$ cat src/rtl/stopwatch_control.sv
// ---------------------------------------------------------------------------
// stopwatch_control
//
// Control stage in front of the stopwatch digit selector. It does four jobs:
//   * It synchronises and debounces the start/stop and lap buttons. Each
//     button then gives a single-cycle press pulse.
//   * It runs the mode FSM (IDLE / RUN / LAP / STOP).
//   * It gates the divider tick to the counter and issues a one-cycle clear.
//   * It freezes the four BCD digits while a lap time is shown.
//
// Ports:
//   CLK, RESET         system clock, synchronous active-high reset
//   CE_IN              divider tick, one CLK cycle wide
//   BTN_SS, BTN_LAP    raw asynchronous active-high buttons
//   CNT1..CNT4         live BCD digits from the counter
//   CE_OUT             tick passed to the counter while RUN or LAP
//   CLR                one-cycle counter clear after the STOP -> IDLE step
//   DISP1..DISP4       digits to the selector (live, or latched during LAP)
//   RUN                high in RUN or LAP
//   LAP_ACT            high in LAP (display frozen)
//
// The FSM state is visible on RUN and LAP_ACT. There is no separate debug
// port because the port list is fixed.
// ---------------------------------------------------------------------------
module stopwatch_control #(
  parameter int DEB_CYCLES = 50000,
  parameter int DEB_W      = 16
) (
  input  logic       CLK,
  input  logic       RESET,
  input  logic       CE_IN,
  input  logic       BTN_SS,
  input  logic       BTN_LAP,
  input  logic [3:0] CNT1,
  input  logic [3:0] CNT2,
  input  logic [3:0] CNT3,
  input  logic [3:0] CNT4,
  output logic       CE_OUT,
  output logic       CLR,
  output logic [3:0] DISP1,
  output logic [3:0] DISP2,
  output logic [3:0] DISP3,
  output logic [3:0] DISP4,
  output logic       RUN,
  output logic       LAP_ACT
);

  typedef enum logic [1:0] {
    ST_IDLE = 2'd0,
    ST_RUN  = 2'd1,
    ST_LAP  = 2'd2,
    ST_STOP = 2'd3
  } state_e;

  localparam logic [DEB_W-1:0] DEB_LAST = DEB_W'(DEB_CYCLES - 1);

  // Button bit 0 is start/stop and bit 1 is lap.
  logic [1:0] btn_raw;
  assign btn_raw = {BTN_LAP, BTN_SS};

  logic [1:0]       sync1_q, sync1_d;
  logic [1:0]       sync2_q, sync2_d;
  logic [1:0]       deb_q, deb_d;
  logic [1:0]       deb_prev_q, deb_prev_d;
  logic [DEB_W-1:0] cnt_q [2];
  logic [DEB_W-1:0] cnt_d [2];
  logic [1:0]       press;

  state_e           state_q, state_d;
  logic [15:0]      lat_q, lat_d;   // {digit4, digit3, digit2, digit1}
  logic             clr_q, clr_d;

  // ---------------- input conditioning ----------------
  always_comb begin
    sync1_d    = btn_raw;
    sync2_d    = sync1_q;
    deb_d      = deb_q;
    deb_prev_d = deb_q;
    for (int i = 0; i < 2; i++) begin
      cnt_d[i] = '0;
      // The counter runs only while the synced sample disagrees with the
      // accepted level. Any agreeing cycle restarts the count.
      if (sync2_q[i] != deb_q[i]) begin
        if (cnt_q[i] == DEB_LAST) begin
          deb_d[i] = ~deb_q[i];
          cnt_d[i] = '0;
        end else begin
          cnt_d[i] = cnt_q[i] + 1'b1;
        end
      end
    end
  end

  // A press is the rising edge of the debounced level. A release gives no pulse.
  assign press = deb_q & ~deb_prev_q;

  // ---------------- mode FSM ----------------
  always_comb begin
    logic ss_p;
    logic lap_p;
    state_d = state_q;
    lat_d   = lat_q;
    clr_d   = 1'b0;
    ss_p    = press[0];
    // When both buttons pulse together, start/stop wins.
    lap_p   = press[1] & ~press[0];
    unique case (state_q)
      ST_IDLE: begin
        if (ss_p) state_d = ST_RUN;
      end
      ST_RUN: begin
        if (ss_p) begin
          state_d = ST_STOP;
        end else if (lap_p) begin
          state_d = ST_LAP;
          // These are the digits presented this cycle, before any increment
          // that a concurrent tick causes.
          lat_d   = {CNT4, CNT3, CNT2, CNT1};
        end
      end
      ST_LAP: begin
        if (ss_p)       state_d = ST_STOP;
        else if (lap_p) state_d = ST_RUN;
      end
      ST_STOP: begin
        if (ss_p) begin
          state_d = ST_RUN;
        end else if (lap_p) begin
          state_d = ST_IDLE;
          clr_d   = 1'b1;
        end
      end
      default: state_d = ST_IDLE;
    endcase
  end

  // ---------------- registers ----------------
  always_ff @(posedge CLK) begin
    if (RESET) begin
      sync1_q    <= '0;
      sync2_q    <= '0;
      deb_q      <= '0;
      deb_prev_q <= '0;
      cnt_q[0]   <= '0;
      cnt_q[1]   <= '0;
      state_q    <= ST_IDLE;
      lat_q      <= '0;
      clr_q      <= 1'b0;
    end else begin
      sync1_q    <= sync1_d;
      sync2_q    <= sync2_d;
      deb_q      <= deb_d;
      deb_prev_q <= deb_prev_d;
      cnt_q[0]   <= cnt_d[0];
      cnt_q[1]   <= cnt_d[1];
      state_q    <= state_d;
      lat_q      <= lat_d;
      clr_q      <= clr_d;
    end
  end

  // ---------------- outputs ----------------
  // The tick gate uses the current state. A tick on the RUN->STOP edge is
  // passed, and a tick on the STOP->RUN edge is blocked.
  always_comb begin
    RUN     = (state_q == ST_RUN) || (state_q == ST_LAP);
    LAP_ACT = (state_q == ST_LAP);
    CE_OUT  = CE_IN & RUN;
    CLR     = clr_q;
    DISP1   = LAP_ACT ? lat_q[3:0]   : CNT1;
    DISP2   = LAP_ACT ? lat_q[7:4]   : CNT2;
    DISP3   = LAP_ACT ? lat_q[11:8]  : CNT3;
    DISP4   = LAP_ACT ? lat_q[15:12] : CNT4;
  end

endmodule

$ cat config.mk
export PLATFORM = sky130hd
export DESIGN_NAME = stopwatch_control
export DESIGN_NICKNAME = d
export VERILOG_FILES = /design/src/rtl/stopwatch_control.sv
export SDC_FILE = /design/constraint.sdc
export NUM_CORES = 1
export LEC_CHECK = 0
export CORE_MARGIN = 4
export CORE_UTILIZATION = 55
export DETAILED_ROUTE_END_ITERATION = 10
export DONT_BUFFER_PORTS = 1
export GPL_TIMING_DRIVEN = 0
export PLACE_DENSITY = 0.73
export SETUP_SLACK_MARGIN = 0.1
export SYNTH_ARGS = -nofsm -noshare
export SYNTH_HDL_FRONTEND = slang
export SYNTH_SLANG_ARGS = --single-unit
$ cat constraint.sdc
create_clock -name CLK -period 1.9 [get_ports CLK]
set_input_delay 0.38 -clock CLK [delete_from_list [all_inputs] [get_ports CLK]]
set_output_delay 0.38 -clock CLK [all_outputs]
set_load 0.01 [all_outputs]
Figure 1. The metal 1 layer.
Scale bar: 20 um. Supply wires on this layer in grey.
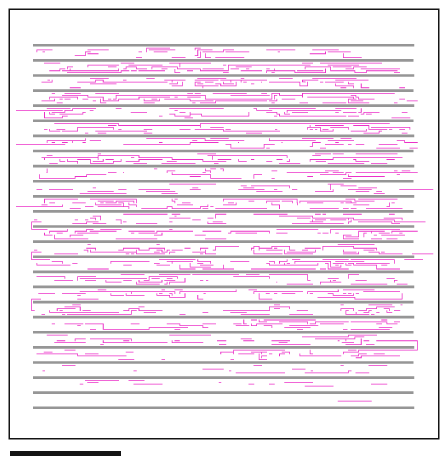
The longest straight run is 34.0 um. 327 nets have wire on it. The layer holds 42% of the routed length. The wires run mostly horizontal. The layer carries 2,660 um of wire.

Figure 2. Selected gate families.
Scale bar: 20 um.
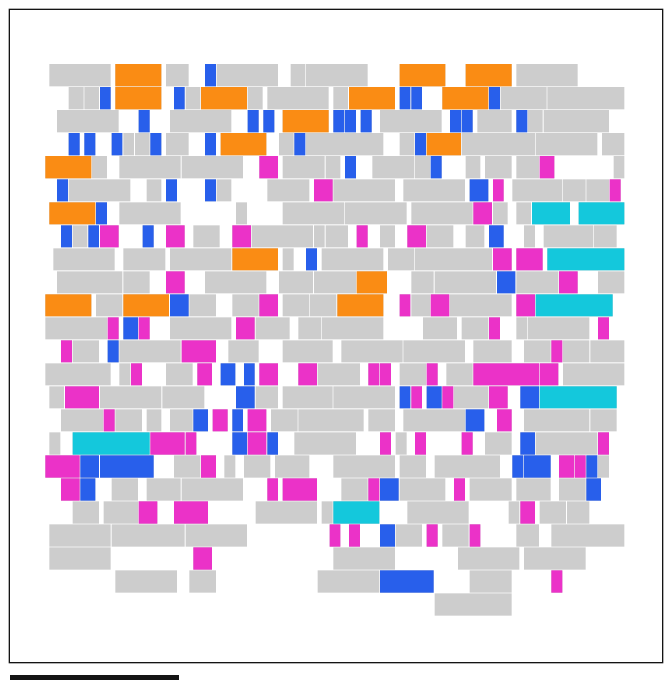
Key: NOR gates = magenta [cells 69, most used nor2_1]; adder and majority cells = cyan [cells 7, most used ha_4]; NAND gates = blue [cells 60, most used nand2_1]; multiplexers = orange [cells 17, most used mux2_4]

==> reports/qor.yml <==
placement:
  place_ws_ns: -0.07143
  port_buffers: 0
  dp_cells: 349
  gp_congestion: 0.7551
  placed_area_um2: 2704
cells_and_area:
  stdcell_area_um2: 3397
  fill_cells: 307
  regArea_um2: 1200
  insertedDiodeCount: 0
  post-route-util_pct: 75.92
  top_register: "cnt_q"
  comb.multi_input.count: 217
  sh_comb_area_pct: 47.55
  largest_reg_flops: 32
  n_clock_buffer: 12
  logic_area_um2: 1615
  largest_class: "logic gates"
  fin_nets: 355
  layout_top_cell: "dfxtp_1"
  sh_seq_area_pct: 35.32
  flop-count: 59
logic_synthesis:
  edf_count: 0
  ys_area_um2: 2624
  yosys-top-cells-area: "dfxtp_1, xnor2_1, mux2_2"
  ys_seq_share_pct: 45.02
  most_common_cell: "dfxtp_1"
  synth-main-ff-cell: "dfxtp_1"
  ys_cells: 297
  netlist_area_um2: 2624
  common_cells: "dfxtp_1, nor2_1, nand2_1"
  ys_async_sr_fraction_pct: 0
  ys_ff: 59
  synth_cell_types: 37
  yosys_warnings: 0
timing:
  setup_viol: 10
  finalHoldViolations: 0
  slew_violations: 0
  final_critical_path_setup_slack_ns: -0.04429
  rsz0062_at_grt: "yes"
  min_period_over_period_pct: 102.3
  tightestPinTransition_ns: 0.5510
  clock_skew_ns: 0.008545
worst_setup_path:
  crit_top_cell: "clkbuf_16"
  rr_startpoint: "cnt_q[0][26]"
  reg2reg_depth: 5
  end_kind: "output pin"
  crit_end: "DISP2[2]"
  timing.rr.end: "cnt_q[0][23]"
  rrSetupSlack_ns: 0.04
  crit_arrival_ns: 1.56
  crit_required_ns: 1.52
  path_class: "flip-flop to output pin"
  critPathSlowestCell: "dfxtp_2"
  crit_path_max_fanout: 5
power_and_ir_drop:
  p_switching_uw: 627.5
  comb_power_share_pct: 12.5
  comb_power_uw: 317
  p_int_mw: 1.904
  swShare_pct: 24.79
  p_total_mw: 2.531
  power_density_nw_per_um2: 745.2
  worst_ir_drop_vdd_mv: 0.7367
  power_leakage_nw: 1.096
  power_frac_clock_pct: 37.8
clocking:
  htreeDepth: 3
  cts_root_buffer: "clkbuf_8"
  ctsHoldBuffers: 0
  cts_tree: "built"
  cts_buffer_depth: 2
  cts_buffers: 9
  cts_setup_buffers: 10
  postCtsResizedCells: 47
floorplan:
  die_w_um: 77.07
  core_um2: 4474
  n_tap_cell: 52
  die_h_um: 77.07
  die_area_um2: 5940
  rows: 24
min_path:
  worstHoldEndpoint: "lat_q[13]"
  hold_depth: 2
  hp-start: "CNT4[1]"
  hp-class: "input port to flip-flop"
grt:
  antenna_found_initial: 0
  grt_pass1_wl_um: 9825
  grt_overflow: 0
run_status:
  status: "finished, violations left"
  violations: "negative setup slack"
flow_run:
  warning_count: 32
drt:
  drc: 0
Figure 3. Layout detail.
Scale bar: 10 um. Window x 37 to 77, y 0 to 40 um. Cells in grey, sequential cells in the stronger grey; small squares are vias.
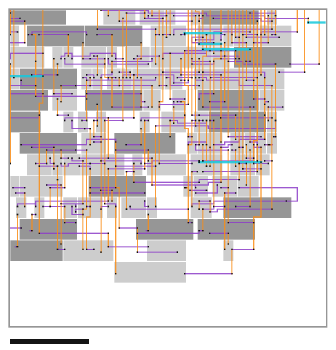
Key: metal 1 = purple; metal 3 = cyan; metal 2 = orange
Sequential cells in the window: 19. Netlist names of flops here include `cnt_q` (17). 90 logic cells have their middle in the window. Most frequent: nor2_1 (20), dfxtp_1 (15), xnor2_1 (13).

Figure 4. Signal wires on met3.
Scale bar: 20 um.
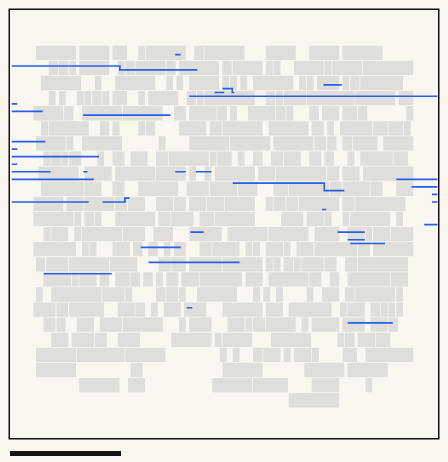
The layer carries 269 um of wire. The layer holds 4.3% of the routed length. The wires run mostly horizontal.

## worst max-delay path, delay by kind of cell, from the launching register on
family                   cells  cell delay, ns
adder cells (fa/ha/maj)      1            0.19
buffers and inverters        3            0.39
flip-flops                   1            0.32
multiplexers                 1            0.32
## kinds of logic after synthesis
kind of cell / Yosys count / share of synthesized area, %
AND-OR/OR-AND: 24 / 5.484
XOR/XNOR: 30 / 10.01
adder cells (fa/ha/maj): 7 / 3.338
buffers and inverters: 21 / 3.481
flip-flops: 59 / 45.02
multiplexers: 17 / 7.248
AND/OR/NAND/NOR: 139 / 25.42
## routing by layer
layer  share of wire, %  global-route usage (%)
met2                 52                   33.45
met1                 42                   25.05
met3                4.3                   7.260
met5                  0                       0
met4                1.7                   8.719
